Design sm_duty_ramp, sky130hd; sources not shown.
**Run 1: where the registers sit**

Drawn at 3 px/um. Other sequential cells in the stronger grey, the rest of the logic in the fainter grey.
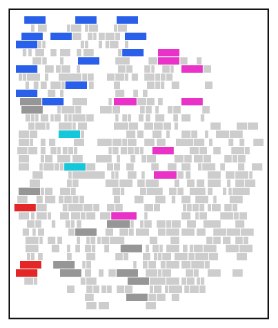
| signal | colour | flops |
|---|---|---|
| u_tick_divider.count | blue | 13 |
| duty_cycle | magenta | 8 |
| dead_cnt | red | 3 |
| state | cyan | 2 |
Seq/total area: 0.186
area used by sequential logic in the layout: 748 um^2
Seq power: 454 uW

**Run 1: cell placement**

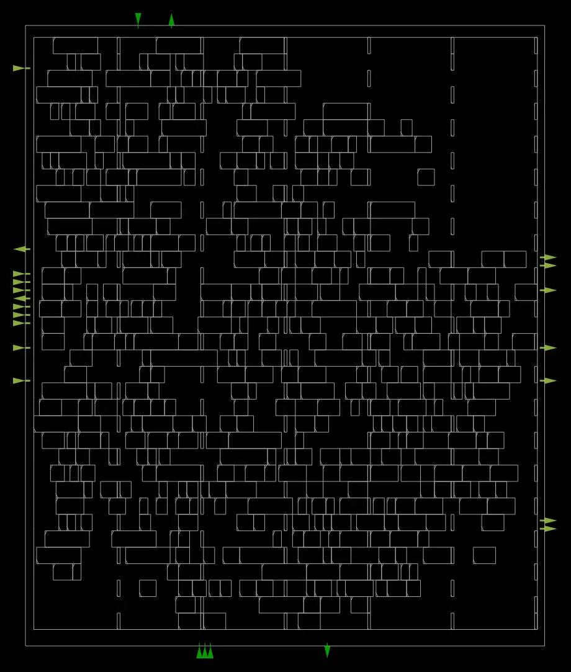
number of inserted filler cells in the final layout: 824
number of tapcells: 114
number of sequential storage elements: 37

**Run 1: clock distribution**

Drawn at 3 px/um.
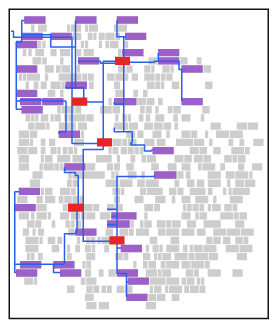
[clock wires] blue | length: 564 um
[clock drivers] red | count: 5
[flip-flops] purple | count: 37
routed clock nets: 6
clock network fraction of design power: 0.404
clk pwr: 414 uW
Clk Latency, worst-skew pair: 0.30 ns

==> results.txt, run 1 <==
Physical implementation status

The sequential area share after synthesis stands at 0.220. The die span in y stands at 103 um. CTS reports a maximum clock tree buffer depth of 2. The tightest min-delay check is of the reg -> reg type.

The flow ran to the end, and the final reports show no timing, DRC or antenna violations. Data on the critical path is required at its endpoint by 3.48 ns. The xor/xnor share of the synthesized area stands at 0.112. The count of clock tree sinks stands at 37. After synthesis, the share of flip-flops with an asynchronous set or reset is 0. The wire length recorded after detailed routing is 10300 um.

Ranked by total cell area, the synthesized netlist is headed by dfxtp_1 (22%), ha_1 (14%), xnor2_1 (6.5%). Summed over all instances, the cell type with the most area after synthesis is dfxtp_1. The worst register-to-register path depth is 11. STA classifies the critical path endpoint as a flip-flop. The fmax stands at slightly above 300 MHz.

The cell count listed in synth_stat.txt stands at between 400 and 500. The worst-case setup margin in the final layout stands at 0.0475 ns. The CTS report gives the tree buffer count as 5. In this run, synthesis inferred 0 flip-flops with an integrated enable.

The total number of vias stands at 3300. The congestion estimate from routability-driven global placement came to 0.931. According to the report, the first pass of detailed routing completed in 4 iterations. The number of global-route vias before repair was 3197.

The post-synthesis mux area share stands at 0.0148. The initial antenna violation count stands at 0. The maximum level of the CTS H-tree stands at 2. The and-or/or-and share of the synthesized area stands at 0.205. The number of synthesized register bits stands at 37. In this run, placement finished with an instance count of 575.

The post-place instance area stands at 3840 um^2. In the synthesized netlist the dominant register cell turns out to be dfxtp_1. The clock-pin slew on the worst setup and hold paths stands at 0.08 ns. Per the run summary, max-cap violations total 0.

The post-synthesis average cell area stands at about 7.8 um^2. STA lists the maximum fanout along the critical path as 13. After detailed routing, the number of remaining DRC violations is 0. After synthesis, the netlist uses between 60 and 70 different library cells.

The worst setup timing slack at the placement stage stands at 0.120 ns. The final count of pins violating max slew stands at 0. The number of warnings printed during yosys synthesis stands at 0. The setup slack on the worst flop-to-flop path stands at 0.05 ns. STA classifies the critical path startpoint as a flip-flop. The share of Yosys cell area claimed by the top area cell type stands at 0.220. The final report lists a non-filler cell total of 584.

The area share of fa/ha/maj cells after synthesis stands at 0.137. The script logs the ratio of routed vias to standard cells as ~5.7. The script extracted a total leakage power of 0.00153 uW. For this run, the total global-route usage over all layers was measured as 0.245. The number of flip-flops under the largest register name stands at 13.

According to the Yosys statistics, the synthesized design has a chip area of 3370 um^2. According to the floorplan report, the total die area is 8810 um^2. Detailed-route iteration 0 reported a violation count of between 200 and 250. The worst ir drop on vdd stands at between 0.0002 and 0.0003 V.

The tally of buffers added on design ports stands at 23. The transition time recorded at the tightest slew-check pin is 0.622 ns. The post-synth net total stands at 484. The arrival time at the worst endpoint stands at 3.43 ns.

The final tally of setup violations stands at 0. Yosys shows that the main logic family after synthesis is simple AND/OR/NAND/NOR gates. After floorplanning, the core was sized to cover 8150 um^2.

The post-synthesis cell count stands at 434. For this run, the share of the core covered by cells in the final layout is 0.494. After legalization and detailed placement, the total HPWL measured 7940 um. Entering global routing, the biggest net connects 17 pins. The share of the core area taken by cells at floorplan is 0.414. The post-synthesis cell area stands at 3370 um^2.

0 antenna diodes ended up in the layout. The wire length of the first global-routing pass stands at ~17000 um. CTS placed an instance of clkbuf_8 at the clock tree root. The critical path is of the reg -> reg type. The smallest clock period supported by the final layout is computed as between 3 and 4 ns. The width of the chip stands at 85.8 um. The fraction of layout cells with a size suffix above 1 stands at 0.138. The logs give a warning total of 36. The count of antenna-violating nets left after detailed routing stands at 0. Per the synthesis report, the simple-gate share of the synthesized area is 0.249.

The number of nets in the layout stands at roughly 520. In this run the count of I/O pins placed on the die edge is 24. Summing all non-filler instances in the final layout gives an area of 4030 um^2.

Endpoints failing hold in the final report were tallied at 0. The power density of the placed cells stands at 255 nW/um^2. Per the run report, area growth between synthesis and finish was 19.4%. The wire length per cell after detailed routing stands at between 15 and 20 um. The floorplan has 36 rows.

In the hold timing report, the worst path depth is 1. The fraction of the cycle the final worst path needs stands at 0.986. The worst-case max-slew headroom was logged as 0.584.

Among all cell types in the netlist, the one instantiated most often is nor2_1. Counting instances in the post-synthesis netlist gives the leading cell types as nor2_1 (45), dfxtp_1 (37), ha_1 (37). Global routing finished with a remaining overflow of 0.

TritonCTS built the clock tree.
[run 1: critical path, stage by stage, from the launching register on]
cell and delay (ns):
dfxtp_2 0.38, inv_1 0.13, ha_1 0.36, ha_1 0.31, a2111oi_1 0.58, o31ai_2 0.18, nor3_1 0.16, buf_4 0.21
a32oi_1 0.11, and4b_1 0.26, o21ai_1 0.24, mux2i_1 0.21
[run 1: metal layers]
| layer | vias to the layer above | wire [um] | GRT usage |
|---|---|---|---|
| met5 | - | 0 | 0 |
| met4 | 0 | 383 | 0.104 |
| met3 | 27 | 435 | 0.0264 |
| met2 | 89 | 4910 | 0.428 |
| met1 | 1558 | 4590 | 0.307 |
| li1 | 1626 | - | - |
[run 1: cell usage in the layout (no fill, tap or decap), types with 6 or more instances in the layout]
master	n
or3_1	7
ha_1	35
a31oi_1	7
nor2_1	44
dfxtp_1	33
xnor2_1	23
inv_1	26
o21ai_0	17
nand3_1	21
a21oi_1	18
o31ai_1	9
buf_4	28
clkdlybuf4s50_1	23
nor3_1	16
nand2_1	29
clkbuf_8	6
xor2_1	17
[run 1: power by group]
group | switching, uW | leakage [uW] | internal (uW)
Clock | 172 | 0.0000574 | 242
Combinational | 89.6 | 0.00117 | 68.7
Sequential | 7.49 | 0.000302 | 446
Total | 269 | 0.00153 | 757
[run 1: timing repair]
| item | in CTS | in global routing |
|---|---|---|
| buffers inserted | 0 | 1 |
| hold buffers | 0 | 0 |
| setup endpoints to repair | 0 | 8 |
| resized | 0 | 15 |
[run 1: cell type report]
cell class	count	area, um^2	area share
multi-input combinational	348	2480	0.615
sequential	37	748	0.186
timing repair buffer	51	440	0.109
tap	114	143	0.0354
inverter	26	97.6	0.0242
clock buffer	6	82.6	0.0205
clock inverter	2	37.5	0.00932
[run 1: metrics by stage]
stage / TNS (ns) / hold WS [ns] / power (uW)
final: 0 / 0.347 / 1030
after global routing: -0.447 / 0.388 / 1070
after CTS: 0 / 0.353 / 1030
after detailed placement: 0 / 0.340 / 615
after global placement: 0 / 0.328 / 615
after floorplan: 0 / 0.318 / 555
[run 1: cells by family (layout without fill, tap and decap cells)]
logic type               Yosys count  after routing
AND/OR/NAND/NOR                  161            161
AND-OR/OR-AND                    102            102
buffers and inverters             49             85
XOR/XNOR                          43             43
adder cells (fa/ha/maj)           37             37
flip-flops                        37             37
multiplexers                       5              5
==> run 2: changes to the inputs <==
--- a/config.mk
+++ b/config.mk
@@ -16,3 +16,4 @@
 export SYNTH_ARGS = -nofsm -noshare
 export SYNTH_HDL_FRONTEND = slang
 export SYNTH_SLANG_ARGS = --single-unit
+export TNS_END_PERCENT = 20
**Run 2: cell placement**

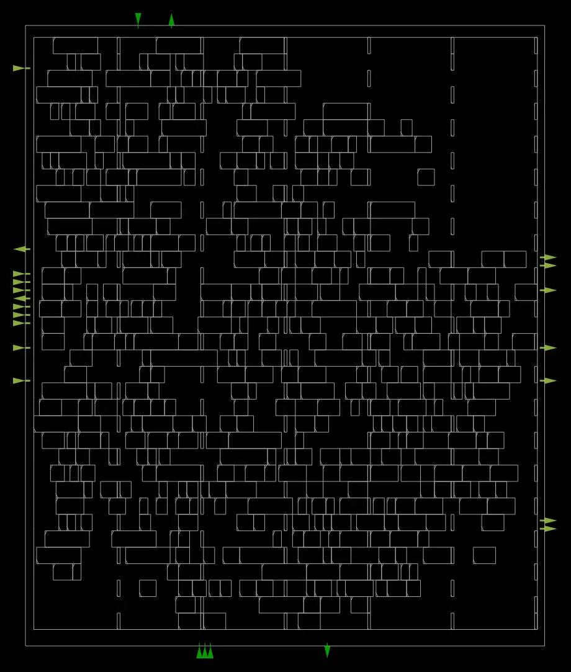
FP Rows: 36
non-filler cells in the finished layout: 584
final cell utilization of the core: 0.494

**Run 2: placement by cell class**

Drawn at 3 px/um.
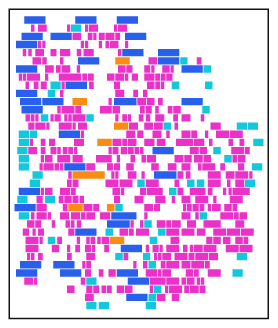
| class | colour | cells |
|---|---|---|
| combinational and other logic | magenta | 374 |
| clock drivers and dummy loads | orange | 8 |
| flops | blue | 37 |
| other buffers and delay cells | cyan | 51 |
core box area: 8150 um^2
post-route cell area: 4030 um^2

**Run 2: where the registers sit**

Drawn at 3 px/um. Other sequential cells in the stronger grey, the rest of the logic in the fainter grey.
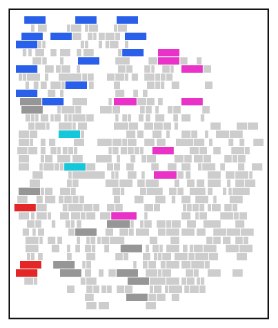

==> results.txt, run 2 <==
Physical implementation status

The total of fill cells in the finished design stands at 824 (unchanged). The arrival time at the worst endpoint is 3.43 ns (about the same). The placer's final routability congestion estimate stands at 0.931 (unchanged). The worst ir drop on vdd stands at 0.000263 V (unchanged). The width of the chip stands at 85.8 um (unchanged). The most numerous cell type found on the critical path is ha_1. The power density of the placed cells came to 255 nW/um^2 (unchanged). The minimum clock period stands at 3.30 ns (unchanged).

The number of nets in the layout stands at 519 (unchanged). The data required time of the critical path was 3.48 ns (about the same). STA classifies the critical path startpoint as a flip-flop.

The sequential cell area stands at 748 um^2 (unchanged). The initial antenna violation count stands at 0 (unchanged). The fraction of the cycle the final worst path needs is 0.986 (unchanged). The die area stands at 8810 um^2 (unchanged).

The remaining max-slew budget at the tightest pin stands at 0.584 (unchanged). The ratio of routed vias to standard cells came to 5.65 (unchanged). The count of clock tree sinks came to 37 (unchanged). The critical path goes through inv_1 > ha_1 > ha_1 > a2111oi_1 > o31ai_2 > nor3_1 > buf_4 > a32oi_1 > and4b_1 > o21ai_1 > mux2i_1. TritonCTS built the clock tree. The total number of vias stands at 3300 (unchanged). The post-detailed-route DRC marker count stands at 0 (unchanged). The total global-route track usage stands at 0.245 (unchanged).

In the synthesized netlist the dominant register cell turns out to be dfxtp_1. In the post-synthesis netlist, the cell with the most instances is nor2_1. The fraction of power consumed by combinational cells is 0.154 (about the same). The biggest cell delay along the critical path is 0.58 ns (about the same). The critical path's slowest stage uses the library cell a2111oi_1. The detailed-placement wirelength estimate was 7940 um (unchanged). The top-level I/O count came to 24 (unchanged).

Per the cell usage report, the commonest logic cells after layout are nor2_1 (44), ha_1 (35), dfxtp_1 (33). The measured slew at the worst slew-check pin was 0.622 ns (unchanged). The clock-pin slew on the worst setup and hold paths stands at 0.08 ns (about the same).

The count of antenna-violating nets left after detailed routing stands at 0 (unchanged). The count of maximum capacitance violations came to 0 (unchanged). Among logic cells in the layout, the one with the most instances is nor2_1. The cell-internal power stands at 757 uW (unchanged). The total global routing overflow was 0 (unchanged). The violation count after the first detailed-route iteration was 211 (unchanged). The number of global-route vias before repair stands at 3197 (unchanged). The min-delay analysis places its worst path in the category reg -> reg.

The count of TritonRoute iterations in the first routing pass was 4 (unchanged). The clock network power share stands at 0.404 (about the same). The number of buffer and inverter instances along the worst setup path is 2 (unchanged). The number of synthesized register bits stands at 37 (unchanged). The setup slack on the worst flop-to-flop path stands at 0.05 ns (about the same). The number of instances on the worst hold path stands at 1 (unchanged). The flow ran to the end, and the final reports show no timing, DRC or antenna violations. The layout overhead on the synthesized area stands at 19.4% (unchanged). The static leakage came to 0.00153 uW (unchanged).

The worst reg-to-reg path cell count stands at 11 (unchanged). The post-synthesis cell area stands at 3370 um^2 (unchanged). Sorting the Yosys area breakdown by cell type puts at the top dfxtp_1. The net switching power stands at 269 uW (unchanged). The worst hold slack stands at 0.347 ns (unchanged). The largest driver fanout on the critical path was 13 (unchanged).

The post-synth net total stands at 484 (unchanged). The fmax stands at 303 MHz (unchanged). The post-synthesis cell count is 434 (unchanged). The final tally of setup violations came to 0 (unchanged). The maximum level of the CTS H-tree came to 2 (unchanged). The later-pin clock latency in the skew report is 0.30 ns (about the same).

The setup path with the least slack is of type reg -> reg. The number of warnings printed during yosys synthesis came to 0 (unchanged). The final count of pins violating max slew was 0 (unchanged). The floorplan utilization was 0.414 (unchanged).

The cell family contributing the most delay on the critical path is AND-OR/OR-AND gates. The number of enable flip-flop cells stands at 0 (unchanged). The cell count listed in synth_stat.txt was 434 (unchanged).
[run 2: cell counts in the layout (fill, tap and decap cells not counted)]
Identical to the previous run, type by type.
[run 2: cells by family (layout without fill, tap and decap cells)]
kind of cell             Yosys count  after routing  share of synthesized area
flip-flops                        37             37                      0.220
buffers and inverters             49             85                     0.0627
AND/OR/NAND/NOR                  161            161                      0.249
XOR/XNOR                          43             43                      0.112
multiplexers                       5              5                     0.0148
adder cells (fa/ha/maj)           37             37                      0.137
AND-OR/OR-AND                    102            102                      0.205
[run 2: timing repair]
action / CTS / global route
buffers inserted: 0 / 1
hold buffers: 0 / 0
resized: 0 / 15
endpoints found under the setup margin: 0 / 8
[run 2: power by group through the flow]
| stage | logic, uW | registers [uW] | clock network (uW) |
|---|---|---|---|
| floorplan | 91.5 | 464 | 0 |
| global placement | 150 | 464 | 0 |
| detailed placement | 151 | 465 | 0 |
| CTS | 152 | 454 | 425 |
| global route | 172 | 455 | 439 |
| finish | 158 | 454 | 414 |
[run 2: cell type report]
class                      count  area share
inverter                      26      0.0242
timing repair buffer          51       0.109
multi-input combinational    348       0.615
clock inverter                 2     0.00932
clock buffer                   6      0.0205
sequential                    37       0.186
tap                          114      0.0354
[run 2: per-layer routing]
metal  global-route usage  wire length [um]  vias to the layer above  share of wire
met4                0.104               383                        0          0.037
met5                    0                 0                        -              0
met1                0.307              4590                     1558           0.44
met2                0.428              4910                       89           0.48
li1                     -                 -                     1626              -
met3               0.0264               435                       27          0.042
[run 2: worst reg2reg max path, cell delays in order, from the launching register on]
cell and delay [ns]:
dfxtp_2 0.38, inv_1 0.13, ha_1 0.36, ha_1 0.31
a2111oi_1 0.58, o31ai_2 0.18, nor3_1 0.16, buf_4 0.21
a32oi_1 0.11, and4b_1 0.26, o21ai_1 0.24, mux2i_1 0.21
[run 2: through the flow]
stage	setup TNS (ns)	setup slack (ns)	area, um^2
6_report	0	0.0475	4030
5_1_grt	-0.447	-0.171	4030
4_1_cts	0	0.0546	3960
3_5_place_dp	0	0.120	3840
3_3_place_gp	0	0.121	3840
2_1_floorplan	0	0.0846	3380
No activity file was given, so power comes from the tool's default toggle rates.
